<file path="src/rtl/corr_regs_pkg.sv">
// Register map of the DDS/PRN correlator channel plus the sweep sequencer's
// state encoding and bus-operation type.
package corr_regs_pkg;

  localparam logic [31:0] GLOBAL_RUN = 32'hFE00_0100;
  localparam logic [31:0] FREQ_ADD   = 32'hFE00_0300;
  localparam logic [31:0] FREQ_PH    = 32'hFE00_0304;
  localparam logic [31:0] FREQ_CTL   = 32'hFE00_030C;
  localparam logic [31:0] CHIP_FREQ  = 32'hFE00_0500;
  localparam logic [31:0] CHIP_PH    = 32'hFE00_0504;
  localparam logic [31:0] PRN        = 32'hFE00_050C;
  localparam logic [31:0] CORR_CNT   = 32'hFE00_0700;
  localparam logic [31:0] CORR_LO    = 32'hFE00_0704;
  localparam logic [31:0] CORR_HI    = 32'hFE00_0708;
  localparam logic [31:0] CORR_STAT  = 32'hFE00_070C;

  // Bus-op ROM indices: 0..8 channel configuration, 9..10 park sequence.
  localparam logic [3:0] STEP_CFG_LAST = 4'd8;
  localparam logic [3:0] STEP_PARK0    = 4'd9;
  localparam logic [3:0] STEP_PARK1    = 4'd10;

  typedef enum logic [3:0] {
    S_IDLE,
    S_CFG,
    S_POLL,
    S_RD_LO,
    S_RD_HI,
    S_RD_CNT,
    S_NEXT,
    S_PARK
  } state_e;

  typedef struct packed {
    logic [31:0] addr;
    logic [31:0] data;
  } bus_op_t;

endpackage

</file>
<file path="src/rtl/corr_mag_acc.sv">
// Magnitude of a signed 64-bit correlation dump, accumulated with saturation
// at all-ones; clr_i has priority over add_i.
module corr_mag_acc (
  input  logic        clk,
  input  logic        rst,
  input  logic        clr_i,
  input  logic        add_i,
  input  logic [63:0] corr_i,
  output logic [63:0] acc_o
);

  logic [63:0] acc_q;
  logic [63:0] mag;
  logic [64:0] sum;

  // NOTE: mag gets a default first so no path through this block leaves it unassigned (no latch).
  always_comb begin
    mag = corr_i;
    if (corr_i[63]) begin
      // The most negative value has no positive twin; clamp to the largest positive.
      mag = (corr_i == 64'h8000_0000_0000_0000) ? 64'h7FFF_FFFF_FFFF_FFFF
                                                : (~corr_i + 64'd1);
    end
  end

  assign sum = {1'b0, acc_q} + {1'b0, mag};

  always_ff @(posedge clk) begin
    if (rst || clr_i) begin
      acc_q <= '0;
    end else if (add_i) begin
      acc_q <= sum[64] ? '1 : sum[63:0];
    end
  end

  assign acc_o = acc_q;

endmodule

</file>
<file path="src/rtl/correlator_sweep_ctrl.sv">
// Bus-master sweep sequencer: programs the correlator per frequency bin, polls
// and reads EPOCHS dumps, sums |corr| and keeps the strongest bin.
module correlator_sweep_ctrl
  import corr_regs_pkg::*;
#(
  parameter int unsigned EPOCHS   = 4,
  parameter int unsigned POLL_GAP = 16,
  parameter int unsigned TIMEOUT  = 1000000
) (
  input  logic        clk,
  input  logic        rst,
  input  logic        start,
  input  logic        abort,
  input  logic [31:0] freq_base,
  input  logic [31:0] freq_step,
  input  logic [31:0] chip_freq,
  input  logic [31:0] prn_init,
  input  logic [7:0]  num_bins,
  output logic [31:0] addr,
  output logic [31:0] Wdata,
  output logic        write,
  output logic        read,
  input  logic [31:0] Rdata,
  output logic        busy,
  output logic        done,
  output logic        err,
  output logic [7:0]  best_bin,
  output logic [63:0] best_mag
);

  state_e      state_q;
  logic [3:0]  step_q;
  logic [7:0]  bin_q, nb_q, epoch_q, best_bin_q;
  logic [31:0] gap_q, tcnt_q, freq_q, addr_q, wdata_q;
  logic [63:0] corr_q, acc, best_mag_q;
  logic        write_q, read_q, busy_q, done_q, err_q, quiet_q;
  logic        timeout_hit, acc_add, acc_clr;

  function automatic bus_op_t rom_op(input logic [3:0] idx, input logic [31:0] fw,
                                     input logic [31:0] cf, input logic [31:0] prn);
    bus_op_t op;
    case (idx)
      4'd0:    op = '{GLOBAL_RUN, 32'd0};
      4'd1:    op = '{FREQ_CTL,   32'd0};
      4'd2:    op = '{FREQ_ADD,   fw};
      4'd3:    op = '{FREQ_PH,    32'd0};
      4'd4:    op = '{CHIP_FREQ,  cf};
      4'd5:    op = '{CHIP_PH,    32'd0};
      4'd6:    op = '{PRN,        prn};
      4'd7:    op = '{FREQ_CTL,   32'd1};
      4'd8:    op = '{GLOBAL_RUN, 32'd1};
      4'd9:    op = '{GLOBAL_RUN, 32'd0};
      4'd10:   op = '{FREQ_CTL,   32'd0};
      default: op = '{32'd0,      32'd0};
    endcase
    return op;
  endfunction

  assign timeout_hit = (state_q == S_POLL) && (tcnt_q == 32'(TIMEOUT - 1));
  assign acc_add     = (state_q == S_RD_CNT) && !abort;
  assign acc_clr     = (state_q == S_IDLE) || (state_q == S_NEXT);

  corr_mag_acc u_mag_acc (
    .clk    (clk),
    .rst    (rst),
    .clr_i  (acc_clr),
    .add_i  (acc_add),
    .corr_i (corr_q),
    .acc_o  (acc)
  );

  // NOTE: non-blocking assignments only, so every decision below sees pre-edge register values.
  always_ff @(posedge clk) begin
    if (rst) begin
      state_q <= S_IDLE;   step_q <= '0;     bin_q <= '0;      nb_q <= '0;
      epoch_q <= '0;       gap_q <= '0;      tcnt_q <= '0;     freq_q <= '0;
      corr_q <= '0;        quiet_q <= 1'b0;  addr_q <= '0;     wdata_q <= '0;
      write_q <= 1'b0;     read_q <= 1'b0;   busy_q <= 1'b0;   done_q <= 1'b0;
      err_q <= 1'b0;       best_bin_q <= '0; best_mag_q <= '0;
    end else begin
      write_q <= 1'b0;
      read_q  <= 1'b0;
      addr_q  <= '0;
      wdata_q <= '0;
      done_q  <= 1'b0;
      if (state_q != S_IDLE && state_q != S_PARK && (abort || timeout_hit)) begin
        // Any pending read result is simply dropped; the channel is parked.
        state_q          <= S_PARK;
        step_q           <= STEP_PARK1;
        write_q          <= 1'b1;
        {addr_q, wdata_q} <= rom_op(STEP_PARK0, freq_q, chip_freq, prn_init);
        if (abort) quiet_q <= 1'b1;
        else       err_q   <= 1'b1;
      end else begin
        case (state_q)
          S_IDLE: if (start && !abort) begin
            err_q      <= 1'b0;
            quiet_q    <= 1'b0;
            best_bin_q <= '0;
            best_mag_q <= '0;
            bin_q      <= '0;
            epoch_q    <= '0;
            nb_q       <= num_bins;
            freq_q     <= freq_base;
            if (num_bins == 8'd0) begin
              done_q <= 1'b1;
            end else begin
              state_q           <= S_CFG;
              busy_q            <= 1'b1;
              step_q            <= 4'd1;
              write_q           <= 1'b1;
              {addr_q, wdata_q} <= rom_op(4'd0, freq_base, chip_freq, prn_init);
            end
          end
          S_CFG: begin
            write_q           <= 1'b1;
            {addr_q, wdata_q} <= rom_op(step_q, freq_q, chip_freq, prn_init);
            if (step_q == STEP_CFG_LAST) begin
              state_q <= S_POLL;
              gap_q   <= '0;
              tcnt_q  <= '0;
            end else begin
              step_q <= step_q + 4'd1;
            end
          end
          S_POLL: begin
            tcnt_q <= tcnt_q + 32'd1;
            if (read_q) begin
              if (Rdata[0]) begin
                state_q <= S_RD_LO;
                read_q  <= 1'b1;
                addr_q  <= CORR_LO;
              end else begin
                gap_q <= 32'd1;
              end
            end else if (gap_q >= POLL_GAP) begin
              read_q <= 1'b1;
              addr_q <= CORR_STAT;
              gap_q  <= '0;
            end else begin
              gap_q <= gap_q + 32'd1;
            end
          end
          S_RD_LO: begin
            corr_q[31:0] <= Rdata;
            state_q      <= S_RD_HI;
            read_q       <= 1'b1;
            addr_q       <= CORR_HI;
          end
          S_RD_HI: begin
            corr_q[63:32] <= Rdata;
            state_q       <= S_RD_CNT;
            read_q        <= 1'b1;
            addr_q        <= CORR_CNT;
          end
          S_RD_CNT: begin
            // The dump count is read to complete the channel's dump handshake; the sweep needs only the sum.
            epoch_q <= epoch_q + 8'd1;
            if ((epoch_q + 8'd1) == 8'(EPOCHS)) begin
              state_q <= S_NEXT;
            end else begin
              state_q <= S_POLL;
              gap_q   <= 32'd1;
              tcnt_q  <= '0;
            end
          end
          S_NEXT: begin
            if (acc > best_mag_q || bin_q == 8'd0) begin
              best_bin_q <= bin_q;
              best_mag_q <= acc;
            end
            epoch_q <= '0;
            bin_q   <= bin_q + 8'd1;
            freq_q  <= freq_q + freq_step;
            write_q <= 1'b1;
            if ((bin_q + 8'd1) == nb_q) begin
              state_q           <= S_PARK;
              step_q            <= STEP_PARK1;
              {addr_q, wdata_q} <= rom_op(STEP_PARK0, freq_q, chip_freq, prn_init);
            end else begin
              state_q           <= S_CFG;
              step_q            <= 4'd1;
              {addr_q, wdata_q} <= rom_op(4'd0, freq_q, chip_freq, prn_init);
            end
          end
          S_PARK: begin
            if (step_q == STEP_PARK1) begin
              write_q           <= 1'b1;
              {addr_q, wdata_q} <= rom_op(STEP_PARK1, freq_q, chip_freq, prn_init);
              step_q            <= step_q + 4'd1;
            end else begin
              state_q <= S_IDLE;
              step_q  <= '0;
              busy_q  <= 1'b0;
              done_q  <= !(quiet_q || abort);
            end
          end
          default: state_q <= S_IDLE;
        endcase
      end
    end
  end

  assign addr     = addr_q;
  assign Wdata    = wdata_q;
  assign write    = write_q;
  assign read     = read_q;
  assign busy     = busy_q;
  assign done     = done_q;
  assign err      = err_q;
  assign best_bin = best_bin_q;
  assign best_mag = best_mag_q;

endmodule

</file>
<file path="config.mk">
export PLATFORM = sky130hd
export DESIGN_NAME = correlator_sweep_ctrl
export DESIGN_NICKNAME = d
export VERILOG_FILES = /design/src/rtl/corr_regs_pkg.sv /design/src/rtl/corr_mag_acc.sv /design/src/rtl/correlator_sweep_ctrl.sv
export SDC_FILE = /design/constraint.sdc
export NUM_CORES = 1
export LEC_CHECK = 0
export CORE_MARGIN = 10
export CORE_UTILIZATION = 55
export CTS_CLUSTER_SIZE = 12
export DETAILED_ROUTE_END_ITERATION = 8
export PLACE_DENSITY = 0.8
export SYNTH_ARGS = -nofsm -noshare
export SYNTH_HDL_FRONTEND = slang
export SYNTH_SLANG_ARGS = --single-unit
</file>
<file path="constraint.sdc">
create_clock -name clk -period 7.8 [get_ports clk]
set_input_delay 1.17 -clock clk [delete_from_list [all_inputs] [get_ports clk]]
set_output_delay 1.17 -clock clk [all_outputs]
set_load 0.01 [all_outputs]
</file>
### Wire density map, run 1

The bar under the picture is 50 um long. The die is cut into 23 by 23 equal tiles; dark blue is low, red is high, scaled to the fullest tile. Values are wire area over tile area, all layers added.
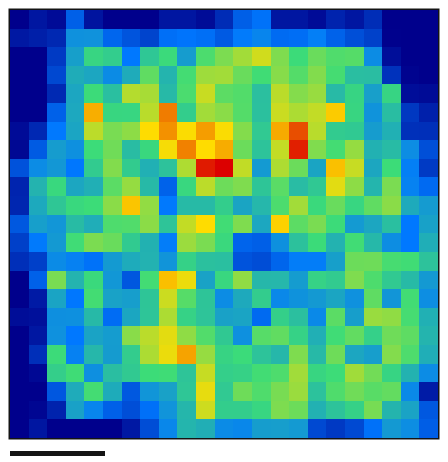
nearly empty tiles: 7.2%
fullest tile: 0.60
tiles over half the peak: 32%
mean over tiles: 0.24

### Track usage over the die, run 1

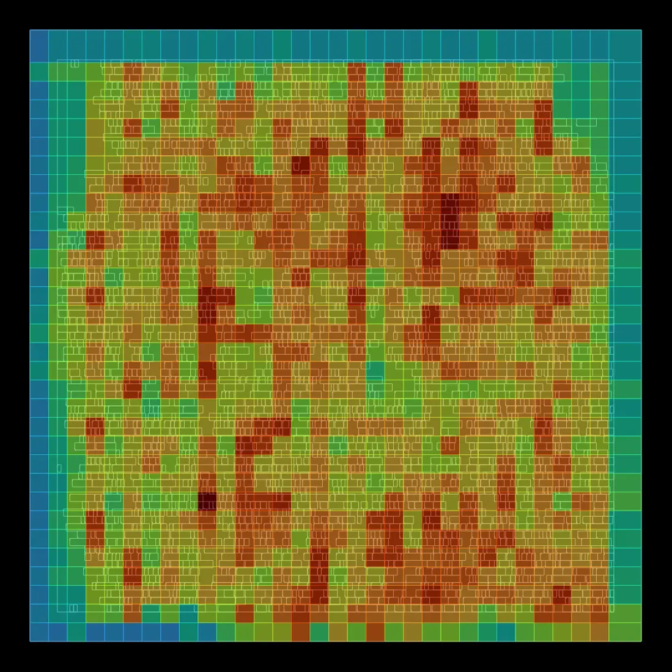
final routed wire length divided by cell count: 19.5 um
Total Routing Usage GR: 27.7%
met2 track demand over resource in global routing: 46.0%

### Wiring by layer, run 1

The bar under the picture is 50 um long.
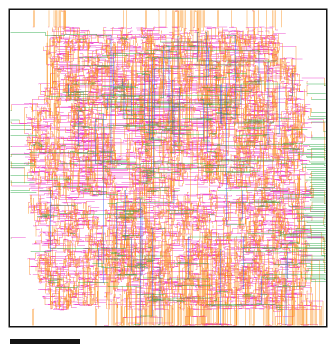
legend:
  orange:
    layer: M2
    wire_length: 34.1 mm
  blue:
    layer: M4
    wire_length: 1,930 um
  green:
    layer: M3
    wire_length: 5,530 um
  magenta:
    layer: M1
    wire_length: 31.8 mm

### Placement by cell class, run 1

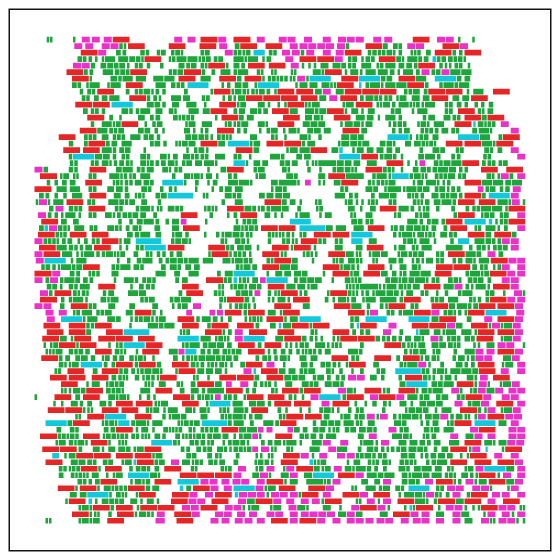
legend:
  green:
    class: remaining logic cells
    cells: 2,465
  magenta:
    class: remaining buffers and delay cells
    cells: 309
  cyan:
    class: clock drivers and dummy loads
    cells: 75
  red:
    class: sequential cells
    cells: 370

==> summary.log, run 1 <==
[logic_synthesis] distinct cell type count of the synthesized netlist 84
[cells_and_area] number of signal-net buffers in the layout 309
[cts] total of hold buffers inserted after clock tree synthesis 0
[cells_and_area] share of final-layout standard cells stronger than drive strength 1 4.29%
[worst_hold_path] endpoint with the worst hold slack gap_q[30]$_SDFFE_PP0P_
[detailed_routing] antenna violation net count after detailed routing 0
[detailed_routing] DRT iter0 DRCs 2,292
[placed_design] number of placed instances, taps included 3,683
[worst_setup_path] CP most frequent cell a21oi_1
[power] static power due to leakage 10.9 nW
[detailed_routing] vias per std cell 6.09
[worst_setup_path] Worst Reg-to-Reg Cells 20
[detailed_routing] Post-route DRC 0
[power] power attributed to sequential cells 2.20 mW
[logic_synthesis] AND/OR/NAND/NOR Cells, Area Fraction 21.8%
[run] tool warnings 38
[logic_synthesis] Post-synth top flop dfxtp_1
[cts] clock buffers created by TritonCTS 43
[cells_and_area] clock network share of area 5.20%
[worst_setup_path] series of cell instances along the critical path or3_1 > or3b_2 > nor2_1 > nand4_1 > or3_1 > or2_1 > buf_4 > nand2_1 > ha_1 > a21oi_1 > o211ai_1 > a311oi_1 > o31ai_1 > o41ai_1 > nand3_1 > a21oi_1 > o31a_1 > o21a_2 > buf_4 > a21oi_1
[cts] total setup buffers inserted after CTS 0
[floorplan] std cell rows 75
[cells_and_area] Non-clk invs 123
[global_route] Remaining Overflow, GRT 0
[timing] relative max-transition margin 26.0%
[worst_setup_path] family with the most delay on the worst path simple AND/OR/NAND/NOR gates
[floorplan] floorplan utilization 55.6%
[logic_synthesis] Synth Area per Inst 7.76 um^2
[logic_synthesis] dominant cells by area after synthesis dfxtp_1 32%, ha_1 9.3%, a21oi_1 7.9%
[logic_synthesis] Yosys Warn Count 0
[worst_setup_path] type of the worst setup path reg2reg
[logic_synthesis] yosys stat area 23,300 um^2
[power] Power Internal 4.11 mW
[cells_and_area] relative area of non-clock buffer cells in the final design 11.0%
[timing] setup tns final 0 ps
[power] IR drop worst, VDD 165 uV
[cts] clock-pin slew reported for the worst setup and hold paths after clock tree synthesis 60 ps
[worst_setup_path] kind of start point of the critical path flip-flop
[worst_setup_path] Max FO, Critical Path 50
[cells_and_area] most frequent logic cell in the layout dfxtp_1
[worst_hold_path] class of the tightest hold or removal check reg2reg
[worst_setup_path] Critical R2R Launch corr_q[2]$_SDFFE_PP0P_
[floorplan] core area 41,900 um^2
[cells_and_area] multi-input combinational cell area 14,700 um^2
[power] total power consumption of the routed design 6.67 mW
[timing] Final Critical Period 6840 ps
[timing] final worst slack 959 ps
[worst_setup_path] CP Buf/Inv Count 2
[cells_and_area] core utilization of the finished layout 66.3%
[cts] number of levels the H-tree was split into 2
[cells_and_area] area overhead of the layout relative to synthesis 19.2%
[power] power density over cell area 240 nW/um^2
[logic_synthesis] gate count of the mapped netlist 3,007
[logic_synthesis] AND-OR/OR-AND Cells, Area Fraction 23.2%
[floorplan] area of the die 51,000 um^2
[cts] count of clock tree sinks 370
[global_route] Global Route met3 Usage 4.10%
[logic_synthesis] count of instantiated cells in the yosys netlist 3,007
[cells_and_area] Multi-In Gates 2,342
[power] power share of the sequential group 33.0%
[detailed_routing] Via Count 22,900
[cts] buffer type at the clock tree root clkbuf_16
[power] relative contribution of combinational cells to total power 35.9%
[logic_synthesis] fa+ha+maj area frac 9.51%
[worst_setup_path] library cell contributing the largest single delay on the critical path buf_4
[cells_and_area] sequential cell count 370
[worst_setup_path] data arrival time of the critical path 7300 ps
[placed_design] final weighted congestion of routability-driven global placement 0.966
[run_status] status completed
[timing] setup repair after global routing missed its margin false
## run 1: routing by layer
layer  wire, um  share of wire [%]
met1      31800                 43
met2      34100                 46
met3       5530                7.5
met4       1930                2.6
met5          0                  0
## run 1: Yosys cell counts (all sizes together), types with 8 or more instances
cell type	instances
buf	49
nor4	26
nor2	283
o21ai	203
dfxtp	370
o31a	10
and4	9
nand2	291
nand4	39
o41ai	16
o31ai	18
and2	13
nor3b	8
a211oi	22
mux2i	36
a311oi	13
o21a	15
or3	19
nor3	50
inv	123
nor2b	22
a21oi	368
o21bai	10
xnor2	68
nand2b	90
a222oi	31
nand3	129
a31oi	27
or2	11
clkbuf	142
xor2	107
or4	14
and3	30
ha	174
o211ai	18
a21o	69
## run 1: how the worst max path moves through the flow
stage                                 from                          endpoint  slack, ps  depth (start not counted)
floorplan           corr_q[7]$_SDFFE_PP0P_   u_mag_acc.acc_o[1]$_SDFFE_PP0P_       2140                         26
global placement    corr_q[2]$_SDFFE_PP0P_   u_mag_acc.acc_o[1]$_SDFFE_PP0P_       1310                         21
detailed placement  corr_q[2]$_SDFFE_PP0P_   u_mag_acc.acc_o[8]$_SDFFE_PP0P_       1120                         20
CTS                 corr_q[2]$_SDFFE_PP0P_   u_mag_acc.acc_o[0]$_SDFFE_PP0P_       1070                         20
global route        corr_q[2]$_SDFFE_PP0P_  u_mag_acc.acc_o[12]$_SDFFE_PP0P_        350                         20
finish              corr_q[2]$_SDFFE_PP0P_   u_mag_acc.acc_o[0]$_SDFFE_PP0P_        960                         20
## run 1: logic make-up (layout without fill, tap and decap cells)
logic type               count (synthesis)  after routing
multiplexers                            37             37
AND/OR/NAND/NOR                       1051           1051
AND-OR/OR-AND                          883            883
other                                    1             24
buffers and inverters                  314            507
flip-flops                             370            370
XOR/XNOR                               175            175
adder cells (fa/ha/maj)                176            176
==> run 2, diff against run 1 <==
--- a/config.mk
+++ b/config.mk
@@ -9,6 +9,7 @@
 export CORE_UTILIZATION = 55
 export CTS_CLUSTER_SIZE = 12
 export DETAILED_ROUTE_END_ITERATION = 8
+export GPL_TIMING_DRIVEN = 0
 export PLACE_DENSITY = 0.8
 export SYNTH_ARGS = -nofsm -noshare
 export SYNTH_HDL_FRONTEND = slang
==> summary.log, run 2 <==
[floorplan] floorplan utilization 55.6% [unchanged]
[logic_synthesis] Yosys Warn Count 0 [unchanged]
[cts] number of levels the H-tree was split into 2 [unchanged]
[worst_setup_path] Max FO, Critical Path 10 [-80%]
[detailed_routing] detailed route wirelength on metal3 6.22 mm [+13%]
[floorplan] area of the die 51,000 um^2 [unchanged]
[logic_synthesis] distinct cell type count of the synthesized netlist 84 [unchanged]
[power] relative contribution of combinational cells to total power 38.2% [+2.3 points]
[global_route] initial antenna violation count 4
[detailed_routing] Pre-Repair DR Iteration Count 9
[cells_and_area] relative area of non-clock buffer cells in the final design 13.2% [+2.2 points]
[detailed_routing] Metal-1 WL 35.3 mm [+11%]
[logic_synthesis] area leader, netlist dfxtp_1
[power] share of power burned in the clock network 29.9%
[power] static power due to leakage 11.2 nW [+2.6%]
[floorplan] number of placed I/O pins 313
[detailed_routing] Post-route DRC 0 [unchanged]
[logic_synthesis] cell with the most instances after synthesis dfxtp_1
[detailed_routing] Final Routed Wirelength 81.2 mm
[timing] Final Critical Period 7390 ps [+547 ps]
[placed_design] I/O Buffers 290
[logic_synthesis] Top-area cell share 31.8%
[worst_setup_path] data arrival time of the critical path 7890 ps [+590 ps]
[cells_and_area] multi-input combinational cell area 14,700 um^2 [-0.29%]
[logic_synthesis] share of flip-flops with an asynchronous set or reset 0%
[detailed_routing] Met2 Wirelength 36.8 mm [+7.9%]
[power] power density over cell area 240 nW/um^2 [about the same]
[logic_synthesis] Synth Area per Inst 7.76 um^2 [unchanged]
[timing] relative max-transition margin 2.94% [-23 points]
[power] switching power 2.65 mW
[floorplan] core area 41,900 um^2 [unchanged]
[timing] timing-limited maximum frequency 135 MHz
[detailed_routing] antenna violation net count after detailed routing 0 [unchanged]
[detailed_routing] Via Count 23,900 [+4.4%]
[logic_synthesis] dominant cells by area after synthesis dfxtp_1 32%, ha_1 9.3%, a21oi_1 7.9%
[cts] buffer type at the clock tree root clkbuf_16
[placed_design] number of placed instances, taps included 3,855 [+4.7%]
[floorplan] std cell rows 75 [unchanged]
[logic_synthesis] Synth flops 370
[detailed_routing] vias per std cell 6.08 [-0.19%]
[cells_and_area] Multi-In Gates 2,342 [unchanged]
[cells_and_area] number of signal-net buffers in the layout 481 [+56%]
[worst_hold_path] class of the tightest hold or removal check reg2reg
[detailed_routing] final routed wire length divided by cell count 20.6 um [+5.8%]
[cells_and_area] share of the final layout cell area in sequential cells 26.1%
[cells_and_area] most frequent logic cell in the layout dfxtp_1
[logic_synthesis] yosys stat area 23,300 um^2 [unchanged]
[timing] Slew @ Worst Pin 1450 ps
[timing] setup repair after global routing missed its margin false
[worst_setup_path] kind of start point of the critical path flip-flop
[power] switching portion of total power 38.9%
[power] power share of the sequential group 31.8% [-1.2 points]
[placed_design] Placement Cell Area 27,000 um^2
[global_route] first-pass GRT wire length 124 mm
[cts] total setup buffers inserted after CTS 0 [unchanged]
[cells_and_area] Seq. cell area 7410 um^2
[cells_and_area] share of final-layout standard cells stronger than drive strength 1 4.39% [+0.11 points]
[worst_setup_path] type of destination of the critical path flip-flop
[logic_synthesis] Post-synth top flop dfxtp_1
[cells_and_area] Non-clk invs 123 [unchanged]
[cts] clock buffers created by TritonCTS 42 [-2.3%]
[timing] largest clock skew in the final design 24.2 ps
[cells_and_area] commonest cells after routing, fill and taps aside 370 x dfxtp_1, 368 x a21oi_1, 291 x nand2_1, 290 x clkdlybuf4s50_1, 282 x nor2_1
[power] IR drop worst, VDD 183 uV [+11%]
[worst_setup_path] type of the worst setup path reg2reg
[timing] final count of negative-setup-slack endpoints 0
[logic_synthesis] gate count of the mapped netlist 3,007 [unchanged]
[cts] clock-pin slew reported for the worst setup and hold paths after clock tree synthesis 60 ps [about the same]
[timing] final worst slack 412 ps [-547 ps]
[timing] setup tns final 0 ps [unchanged]
[power] Power Internal 4.16 mW [+1.2%]
[power] total power consumption of the routed design 6.82 mW [+2.3%]
[placed_design] pre-CTS setup slack 444 ps
[logic_synthesis] synthesized area 23,300 um^2
[detailed_routing] DRT iter0 DRCs 2,304 [+0.52%]
[cells_and_area] area overhead of the layout relative to synthesis 21.8%
[floorplan] horizontal die dimension 226 um
[logic_synthesis] count of instantiated cells in the yosys netlist 3,007 [unchanged]
[global_route] Remaining Overflow, GRT 0 [unchanged]
[cts] count of clock tree sinks 370 [unchanged]
[detailed_routing] highest metal used met4
[logic_synthesis] top cells by instance count after synthesis 370 x dfxtp_1, 368 x a21oi_1, 291 x nand2_1
[run] tool warnings 36 [-5.3%]
[run_status] status completed
[cells_and_area] clock network share of area 4.98% [-0.23 points]
[global_route] maximum number of pins on one net before global-route repair 13
[cells_and_area] design area 28,400 um^2
[placed_design] final weighted congestion of routability-driven global placement 1.03 [+6.6%]
[logic_synthesis] sequential share of the synthesized area 31.8%
[cells_and_area] sequential cell count 370 [unchanged]
[run 2: worst max-delay path, cell delays in order (launching register included)]
cell and delay (ps):
dfxtp_1 350, or3_1 420, or3b_2 490, nor2_1 380, nand4_1 340, or3_1 430
clkbuf_1 170, or2_1 240, buf_2 230, buf_2 250, nand2_1 100, ha_1 170
inv_1 60, fa_1 390, nand2b_1 190, a21oi_1 250, o2111ai_1 210, a21oi_1 300
a21oi_1 190, o41ai_4 640, a21oi_1 200, o31a_1 390, o21a_1 180, buf_2 250
buf_2 300, a21oi_1 180
[run 2: timing repair]
action	4_1_cts	5_1_grt
hold buffers	0	0
resized	0	1
endpoints found under the hold margin	0	0
endpoints found under the setup margin	0	27
[run 2: power by group through the flow]
stage	logic, mW	clock network (mW)	registers [mW]
floorplan	1.75	0	2.16
global placement	2.48	0	2.20
detailed placement	2.53	0	2.21
CTS	2.55	2.07	2.16
global route	2.84	2.14	2.18
finish	2.61	2.04	2.17
[run 2: cell families (layout without fill, tap and decap cells)]
group           after synthesis  count (layout)  synth area share, %
other cells                   1              24               0.0161
compound gates              883             883                 23.2
mux                          37              37                 1.59
simple gates               1051            1051                 21.8
flops                       370             370                 31.8
fa+ha+maj                   176             176                 9.51
xor+xnor                    175             175                 6.57
buf+inv                     314             679                 5.56
[run 2: final timing paths]
path                                             start                               end  slack, ps  cells after the start
worst min-delay path            gap_q[26]$_SDFFE_PP0P_            gap_q[26]$_SDFFE_PP0P_        450                      2
worst max register to register  corr_q[2]$_SDFFE_PP0P_  u_mag_acc.acc_o[57]$_SDFFE_PP0P_        410                     25
worst min register to register  gap_q[26]$_SDFFE_PP0P_            gap_q[26]$_SDFFE_PP0P_        450                      2
worst max-delay path            corr_q[2]$_SDFFE_PP0P_  u_mag_acc.acc_o[57]$_SDFFE_PP0P_        410                     25
### Track usage over the die, run 2

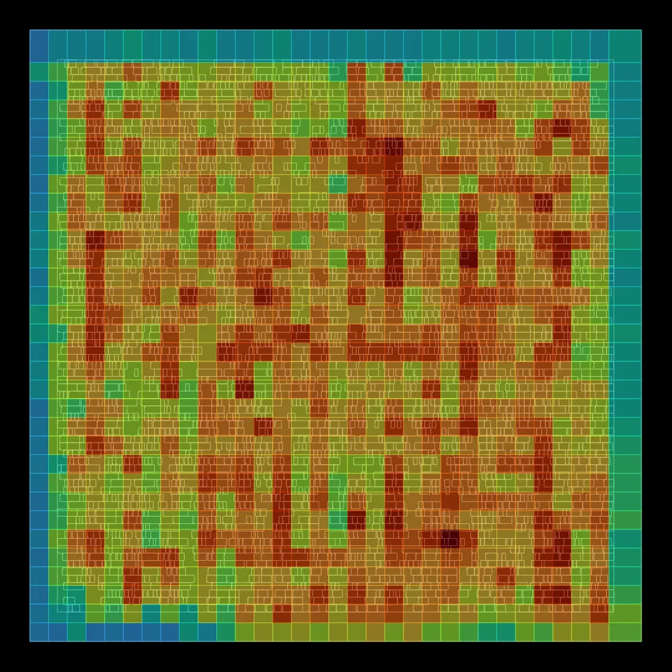
Total Routing Usage GR: 30.5%
met2 track demand over resource in global routing: 49.1%
core utilization of the finished layout: 67.7%
Global Route met3 Usage: 4.37%
busiest layer in global routing: met2

### Wire density map, run 2

The bar under the picture is 50 um long. The die is cut into 23 by 23 equal tiles; dark blue is low, red is high, scaled to the fullest tile. Values are wire area over tile area, all layers added.
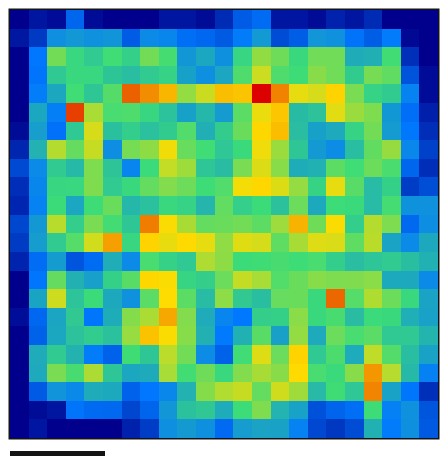
emptiest ninth of the die: lower left
densest ninth of the die: center
mean over tiles: 0.26
tiles over half the peak: 38%
fullest tile: 0.62
nearly empty tiles: 4.9%

Power and IR drop assume default switching activity.
